## src/rtl/instr_encoder_loader.sv

```systemverilog
// Program loader: encodes RV64 instruction fields (R-type, ld, sd, beq) into 32-bit words
// and streams them into imem starting at word 0, one registered write per accepted word.
module instr_encoder_loader #(
  parameter int DEPTH  = 64,
  parameter int ADDR_W = $clog2(DEPTH)
) (
  input  logic              clk,
  input  logic              reset,
  input  logic              start,
  input  logic              finish,
  input  logic              in_valid,
  output logic              in_ready,
  input  logic [1:0]        in_kind,
  input  logic [4:0]        in_rd,
  input  logic [4:0]        in_rs1,
  input  logic [4:0]        in_rs2,
  input  logic [2:0]        in_funct3,
  input  logic [6:0]        in_funct7,
  input  logic [12:0]       in_imm,
  output logic              imem_we,
  output logic [ADDR_W-1:0] imem_addr,
  output logic [31:0]       imem_wdata,
  output logic [ADDR_W:0]   loaded_count,
  output logic              full,
  output logic              err_imm,
  output logic              done
);

  typedef enum logic [1:0] {S_IDLE, S_LOAD, S_FULL} state_t;

  localparam logic [1:0] K_RTYPE = 2'd0;
  localparam logic [1:0] K_LD    = 2'd1;
  localparam logic [1:0] K_SD    = 2'd2;

  state_t              state_q, state_d;
  logic                we_q, we_d, err_q, err_d, done_q, done_d;
  logic [ADDR_W-1:0]   addr_q, addr_d;
  logic [31:0]         wdata_q, wdata_d;
  logic [ADDR_W:0]     cnt_q, cnt_d;
  logic                xfer, imm_ok, accept, last_word;
  logic [31:0]         enc;

  assign xfer      = in_valid & in_ready;
  assign accept    = xfer & imm_ok;
  assign last_word = (cnt_q == (ADDR_W+1)'(DEPTH-1));

  always_comb begin
    imm_ok = 1'b1;
    enc    = '0;
    case (in_kind)
      K_RTYPE: enc = {in_funct7, in_rs2, in_rs1, in_funct3, in_rd, 7'b0110011};
      K_LD: begin
        imm_ok = (in_imm[12] == in_imm[11]);
        enc    = {in_imm[11:0], in_rs1, 3'b011, in_rd, 7'b0000011};
      end
      K_SD: begin
        imm_ok = (in_imm[12] == in_imm[11]);
        enc    = {in_imm[11:5], in_rs2, in_rs1, 3'b011, in_imm[4:0], 7'b0100011};
      end
      default: begin
        // branch offsets are halfword multiples; bit 0 is not encodable
        imm_ok = ~in_imm[0];
        enc    = {in_imm[12], in_imm[10:5], in_rs2, in_rs1, 3'b000,
                  in_imm[4:1], in_imm[11], 7'b1100011};
      end
    endcase
  end

  always_ff @(posedge clk or posedge reset) begin
    if (reset) state_q <= S_IDLE;
    else       state_q <= state_d;
  end

  // start wins over finish so a restart never emits done
  always_comb begin
    state_d = state_q;
    case (state_q)
      S_IDLE: if (start) state_d = S_LOAD;
      S_LOAD: begin
        if (start)                   state_d = S_LOAD;
        else if (finish)             state_d = S_IDLE;
        else if (accept & last_word) state_d = S_FULL;
      end
      S_FULL: begin
        if (start)       state_d = S_LOAD;
        else if (finish) state_d = S_IDLE;
      end
      default: state_d = S_IDLE;
    endcase
  end

  always_comb begin
    in_ready = (state_q == S_LOAD);
    full     = (state_q == S_FULL);
  end

  // A write accepted in the same cycle as start still lands at its old address.
  always_comb begin
    we_d    = accept;
    err_d   = xfer & ~imm_ok;
    done_d  = finish & ~start & (state_q != S_IDLE);
    addr_d  = accept ? cnt_q[ADDR_W-1:0] : addr_q;
    wdata_d = accept ? enc : wdata_q;
    cnt_d   = cnt_q;
    if (start)       cnt_d = '0;
    else if (accept) cnt_d = cnt_q + 1'b1;
  end

  always_ff @(posedge clk or posedge reset) begin
    if (reset) begin
      we_q    <= 1'b0;
      err_q   <= 1'b0;
      done_q  <= 1'b0;
      addr_q  <= '0;
      wdata_q <= '0;
      cnt_q   <= '0;
    end else begin
      we_q    <= we_d;
      err_q   <= err_d;
      done_q  <= done_d;
      addr_q  <= addr_d;
      wdata_q <= wdata_d;
      cnt_q   <= cnt_d;
    end
  end

  assign imem_we      = we_q;
  assign imem_addr    = addr_q;
  assign imem_wdata   = wdata_q;
  assign loaded_count = cnt_q;
  assign err_imm      = err_q;
  assign done         = done_q;

endmodule

```

## config.mk

```make
export PLATFORM = sky130hd
export DESIGN_NAME = instr_encoder_loader
export DESIGN_NICKNAME = d
export VERILOG_FILES = /design/src/rtl/instr_encoder_loader.sv
export SDC_FILE = /design/constraint.sdc
export NUM_CORES = 1
export LEC_CHECK = 0
export CAP_MARGIN = 20
export CORE_UTILIZATION = 42
export DETAILED_ROUTE_END_ITERATION = 8
export HOLD_SLACK_MARGIN = 0.03
export PLACE_DENSITY_LB_ADDON = 0.15
export SYNTH_ARGS = -nofsm -noshare
export SYNTH_HDL_FRONTEND = slang
export SYNTH_SLANG_ARGS = --single-unit
```

## constraint.sdc

```tcl
create_clock -name clk -period 2.1 [get_ports clk]
set_clock_uncertainty 0.05 [all_clocks]
set_input_delay 0.21 -clock clk [delete_from_list [all_inputs] [get_ports clk]]
set_output_delay 0.21 -clock clk [all_outputs]
set_load 0.01 [all_outputs]
```

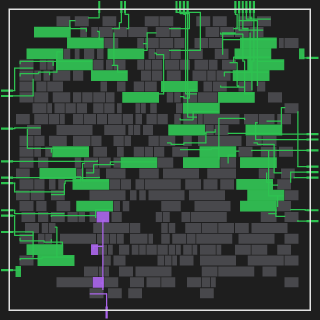
**Above:** run 1 (I/O nets highlighted).
Drawn at 4 px/µm.
color	port	bits	direction	edge	end cells	buffers	wire
green	imem_wdata	32	output	13 north, 10 west, 9 east	31	30	813 µm
purple	finish	1	input	south	3	1	28.9 µm
I/O Buffers: 92
Top-Level Pins: 95

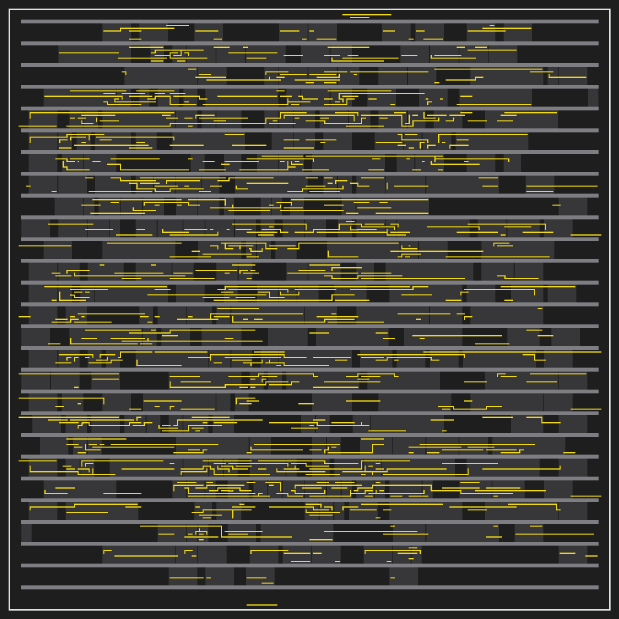
**Above:** run 1 (metal 1).
Drawn at 8 px/µm. Supply wires on this layer in gray.
wire length on this layer	2560 µm
nets with wire on the layer	315
longest straight run	23.0 µm
share of all routed wire	45%
main direction	horizontal

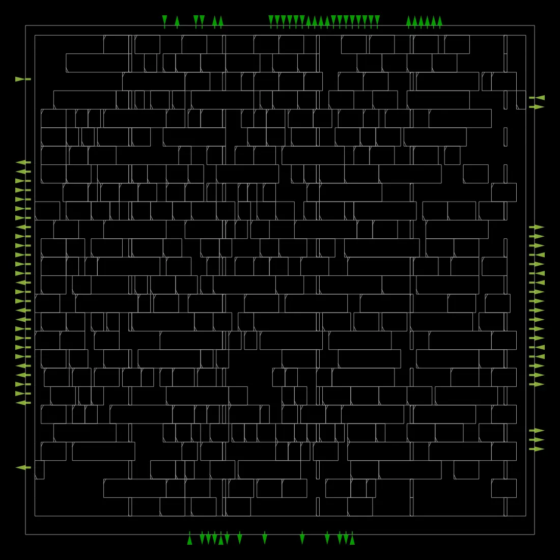
**Above:** run 1 (cell outlines without signal wires).
number of flip-flops and latches: 47
tapcells inserted: 70
core utilization of the finished layout: 68.7%

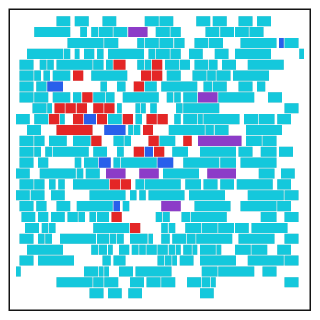
**Above:** run 1 (cell sizes after repair).
Drawn at 4 px/µm.
color	size	cells	share
red	x3 and x4	29	9.1%
purple	x6 and larger	7	2.2%
cyan	x1 and smaller	274	86%
blue	x2	8	2.5%

==> results_tabular.tex, run 1 <==
% Yosys + OpenROAD metrics
\begin{tabular}{lr}
\hline
Metric & Value \\
\hline
\multicolumn{2}{l}{\textbf{Outcome}} \\
\quad Run status & complete, no violations \\
\multicolumn{2}{l}{\textbf{STA}} \\
\quad Final tally of hold violations & 0 \\
\multicolumn{2}{l}{\textbf{Detailed routing}} \\
\quad Number of DRC violations after detailed-routing iteration 0 & between 50 and 60 \\
\quad Total number of vias & between 1500 and 2000 \\
\quad Post-DR wirelength/cell & between 10 and 15 µm \\
\multicolumn{2}{l}{\textbf{Die}} \\
\quad Vertical die size & between 70 and 80 µm \\
\quad Total Die Area & 5610 µm² \\
\multicolumn{2}{l}{\textbf{Synthesis}} \\
\quad Top cells by count & sky130\_fd\_sc\_hd\_\_dfrtp\_1, sky130\_fd\_sc\_hd\_\_o21ai\_0, sky130\_fd\_sc\_hd\_\_mux2\_1 \\
\quad XOR/XNOR Area Share & less than 1\% \\
\quad Most frequent cell after synthesis & sky130\_fd\_sc\_hd\_\_dfrtp\_1 \\
\quad Synthesized-area fraction occupied by ao, oa, aoi and oai cells & between 10\% and 20\% \\
\quad Cell types occupying the most area after synthesis & sky130\_fd\_sc\_hd\_\_dfrtp\_1, sky130\_fd\_sc\_hd\_\_mux2\_1, sky130\_fd\_sc\_hd\_\_o21ai\_0, sky130\_fd\_sc\_hd\_\_a22oi\_1, sky130\_fd\_sc\_hd\_\_ha\_1 \\
\multicolumn{2}{l}{\textbf{Setup path}} \\
\quad Maximum fanout count along the critical path & 7 \\
\quad Required time of the worst setup path & roughly 2.2 ns \\
\quad Element type at the critical path end & register \\
\quad Sort of element at the start of the critical path & input pin \\
\multicolumn{2}{l}{\textbf{Clock tree}} \\
\quad Number of sinks handled by clock tree synthesis & between 40 and 50 \\
\multicolumn{2}{l}{\textbf{GRT}} \\
\quad Congestion Overflow GR & 0 \\
\quad Number of global-route vias before repair & around 1900 \\
\multicolumn{2}{l}{\textbf{Place}} \\
\quad Routability Congestion & between 0.7 and 0.8 \\
\multicolumn{2}{l}{\textbf{Final layout}} \\
\quad Top logic cell by instance count in the layout & sky130\_fd\_sc\_hd\_\_clkdlybuf4s50\_1 \\
\hline
\end{tabular}
run 1: worst max-delay path, stage by stage:
cell	delay, ns
sky130_fd_sc_hd__clkdlybuf4s50_1	0.41
sky130_fd_sc_hd__buf_4	0.14
sky130_fd_sc_hd__ha_1	0.26
sky130_fd_sc_hd__buf_4	0.18
sky130_fd_sc_hd__a221o_1	0.36
sky130_fd_sc_hd__buf_4	0.18
sky130_fd_sc_hd__nand3_1	0.09
sky130_fd_sc_hd__mux2_1	0.33
run 1: registers in the layout, summed over array words and instances (netlist names):
register and count:
err_imm 1, state_q 2, imem_wdata 29, done 1
imem_we 1, imem_addr 6, loaded_count 7
run 1: stage by stage:
| stage | worst slack [ns] | hold WS, ns | instances | cell area, µm² |
|---|---|---|---|---|
| floorplan | 0.248 | 0.231 | 207 | 2230 |
| global placement | -0.237 | 0.419 | 380 | 3370 |
| detailed placement | -0.288 | 0.425 | 380 | 3370 |
| CTS | 0.0111 | 0.188 | 388 | 3490 |
| global route | -0.00343 | 0.214 | 388 | 3510 |
| finish | 0.0667 | 0.176 | 388 | 3510 |
run 1: routing by layer:
| layer | up-vias | part of all wire, % |
|---|---|---|
| met5 | - | 0 |
| met1 | 950 | 45 |
| met2 | 63 | 48 |
| li1 | 959 | - |
| met3 | 5 | 5.7 |
| met4 | 0 | 1.1 |
run 1: layout make-up:
type / instances / area, µm² / area share [%]
multi-input combinational: 138 / 970 / 27.6
tap: 70 / 87.6 / 2.50
timing repair buffer: 119 / 1140 / 32.4
clock inverter: 3 / 43.8 / 1.25
sequential: 47 / 1180 / 33.5
clock buffer: 5 / 68.8 / 1.96
inverter: 6 / 25.0 / 0.714
run 1: power breakdown:
group / switching (mW) / internal [mW]
clock network: 0.315 / 0.355
logic: 0.332 / 0.477
registers: 0.0781 / 1.05
total: 0.725 / 1.88
run 1: kinds of logic after synthesis:
| logic type | count (synthesis) |
|---|---|
| xor+xnor | 1 |
| other cells | 1 |
| mux | 18 |
| flops | 47 |
| fa+ha+maj | 6 |
| compound gates | 65 |
| simple gates | 46 |
| buf+inv | 22 |
run 1: what timing repair did:
item / in CTS / in global routing
hold endpoints to repair: 0 / 0
gates resized: 0 / 5
endpoints found under the setup margin: 0 / 18
run 1: worst paths after layout:
kind / slack, ns / depth (start not counted) / start / endpoint
setup reg to reg: 0.36 / 4 / state_q[1] / imem_wdata[10]
hold reg to reg: 0.44 / 1 / imem_wdata[6] / imem_wdata[6]
min in group clk: 0.42 / 3 / in_funct3[2] / imem_wdata[14]
max in group asynchronous: 1.33 / 3 / reset / imem_wdata[7]
setup / recovery: 0.07 / 8 / in_kind[0] / loaded_count[5]
hold / removal: 0.18 / 2 / reset / imem_wdata[10]
**Run 1: placement density heat map**

Drawn at 4 px/µm. 7 x 7 tiles, from dark blue (low) to red (high), 0 to 100% covered.
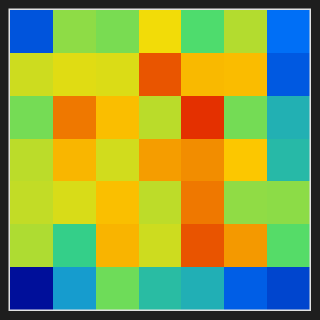

--- run 2 (diff from run 1) ---
==> constraint.sdc (replaced) <==
create_clock -name clk -period 2.1 [get_ports clk]
set_clock_uncertainty 0.05 [all_clocks]
set_input_delay 0.315 -clock clk [delete_from_list [all_inputs] [get_ports clk]]
set_output_delay 0.315 -clock clk [all_outputs]
set_load 0.01 [all_outputs]
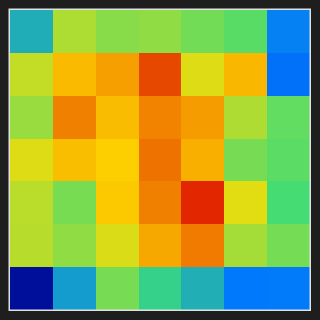
**Above:** run 2 (placement density heat map).
Drawn at 4 px/µm. 7 x 7 tiles, from dark blue (low) to red (high), 0 to 100% covered.
fullest tile	96%
densest ninth of the die	center
tiles over 75% full	35%
Floorplan Utilization: 43.7%
core utilization of the finished layout: 71.0%
core region area: 5110 µm²

==> run 2 against run 1 <==
Compared with the run above: worst setup slack better by 0.082 ns; worst hold slack gained 0.14 ns; non-clock buffer count increased by 9; largest cell class is now buffers; sequential power about the same; routed wire length up 4.9%; via count grew 2.7%; final cell count rose by 2.6%; register-to-register slack lost 0.07 ns; utilization is 2.3 points higher.
==> results_tabular.tex, run 2 <==
% Yosys + OpenROAD metrics
\begin{tabular}{lr}
\hline
Metric & Value \\
\hline
\multicolumn{2}{l}{\textbf{Die}} \\
\quad Top-Level Pins & $\sim$95 \\
\quad Vertical die size & 74.9 µm \\
\quad Total Die Area & 5610 µm² \\
\multicolumn{2}{l}{\textbf{Detailed routing}} \\
\quad Number of DRC violations after detailed-routing iteration 0 & approximately 100 \\
\quad Routed met3 length & $\sim$350 µm \\
\quad Total number of vias & roughly 2000 \\
\quad Uppermost routed layer & met4 \\
\quad Post-Route M1 WL & around 2600 µm \\
\quad Wire length on met2 & about 3000 µm \\
\multicolumn{2}{l}{\textbf{Synthesis}} \\
\quad Top cells by count & sky130\_fd\_sc\_hd\_\_dfrtp\_1, sky130\_fd\_sc\_hd\_\_o21ai\_0, sky130\_fd\_sc\_hd\_\_mux2\_1 \\
\quad Most frequent cell after synthesis & sky130\_fd\_sc\_hd\_\_dfrtp\_1 \\
\quad Cell types occupying the most area after synthesis & sky130\_fd\_sc\_hd\_\_dfrtp\_1, sky130\_fd\_sc\_hd\_\_mux2\_1, sky130\_fd\_sc\_hd\_\_o21ai\_0, sky130\_fd\_sc\_hd\_\_a22oi\_1, sky130\_fd\_sc\_hd\_\_ha\_1 \\
\multicolumn{2}{l}{\textbf{Setup path}} \\
\quad Critical Path, Cell by Cell & dlygate4sd2\_1, inv\_1, ha\_4, nor2b\_4, a221o\_1, nand2\_4, buf\_12, inv\_6, mux2\_1 \\
\quad Slowest cell on crit path & sky130\_fd\_sc\_hd\_\_a221o\_1 \\
\quad Buffer-and-inverter tally for the worst setup path & 4 \\
\quad Element type at the critical path end & register \\
\quad Kind of cell adding the most delay to the critical path & buffers and inverters \\
\quad Required time of the worst setup path & approximately 2.2 ns \\
\quad Sort of element at the start of the critical path & input pin \\
\quad Maximum fanout count along the critical path & 7 \\
\multicolumn{2}{l}{\textbf{Outcome}} \\
\quad Run status & complete, no violations \\
\multicolumn{2}{l}{\textbf{Clock tree}} \\
\quad Number of sinks handled by clock tree synthesis & between 40 and 50 \\
\multicolumn{2}{l}{\textbf{Final layout}} \\
\quad Top logic cell by instance count in the layout & sky130\_fd\_sc\_hd\_\_clkdlybuf4s50\_1 \\
\quad Flip-flop count of the largest register, all copies and words added & 29 \\
\multicolumn{2}{l}{\textbf{Place}} \\
\quad I/O Buffers & 92 \\
\quad Routability Congestion & slightly below 0.8 \\
\multicolumn{2}{l}{\textbf{Pwr}} \\
\quad Pwr Density & roughly 700 nW/µm² \\
\hline
\end{tabular}
-- run 2: final timing paths --
path,start,end,slack [ns],cells past startpoint
max,in_kind[0],imem_wdata[19],0.15,9
min,reset,imem_wdata[10],0.31,3
max reg2reg,state_q[1],loaded_count[4],0.29,4
min reg2reg,imem_addr[5],imem_addr[5],0.44,1
max in group asynchronous,reset,imem_wdata[17],1.47,3
min in group clk,imem_addr[5],imem_addr[5],0.44,1
-- run 2: worst reg2reg max path, delay by kind of cell (launching register included) --
family	cells	cell delay (ns)
mux	1	0.36
simple gates	3	0.85
flops	1	0.43
-- run 2: area by class of cell --
cell class | instances | area, µm²
clock inverters | 3 | 22.5
well taps | 70 | 87.6
clock buffers | 5 | 68.8
repair buffers | 128 | 1230
repair inverters | 1 | 6.26
multi-input cells | 138 | 1000
inverters | 6 | 27.5
flip-flops and latches | 47 | 1180
fillers | 418 | 1480
-- run 2: routing by layer --
layer  GRT usage (%)  up-vias
met3            6.29        6
met5               0        -
li1                -      985
met1            26.7      980
met2            36.3       59
met4            5.87        0
-- run 2: cells by family (layout without fill, tap and decap cells) --
family          count (synthesis)  in the layout  synth area share [%]
compound gates                 65             65                  18.4
flops                          47             47                  52.7
simple gates                   46             46                  11.1
buf+inv                        22            143                  4.77
mux                            18             18                  9.09
fa+ha+maj                       6              6                  3.37
other cells                     1              2                 0.168
xor+xnor                        1              1                 0.393
-- run 2: timing repair --
action                     in CTS  in global routing
resized                        14                  7
setup buffers                   3                  3
hold buffers                    0                  0
pin swaps                       1                  2
cloned                          1                  0
setup endpoints to repair      21                 32
-- run 2: stage by stage --
step / setup WS [ns] / cell area (µm²) / hold slack (ns) / instances
global placement: -0.372 / 3400 / 0.418 / 383
global route: 0.0528 / 3620 / 0.345 / 398
detailed placement: -0.452 / 3400 / 0.425 / 383
floorplan: 0.143 / 2230 / 0.336 / 207
CTS: -0.000840 / 3570 / 0.314 / 395
finish: 0.149 / 3620 / 0.314 / 398
-- run 2: where the power goes --
group	internal [mW]	switching (mW)	leakage (nW)
sequential	1.05	0.0774	0.605
combinational	0.506	0.348	0.952
clock	0.238	0.307	0.0485
total	1.79	0.732	1.61
Power figures rest on the tool's default switching activity, not on a simulated workload.
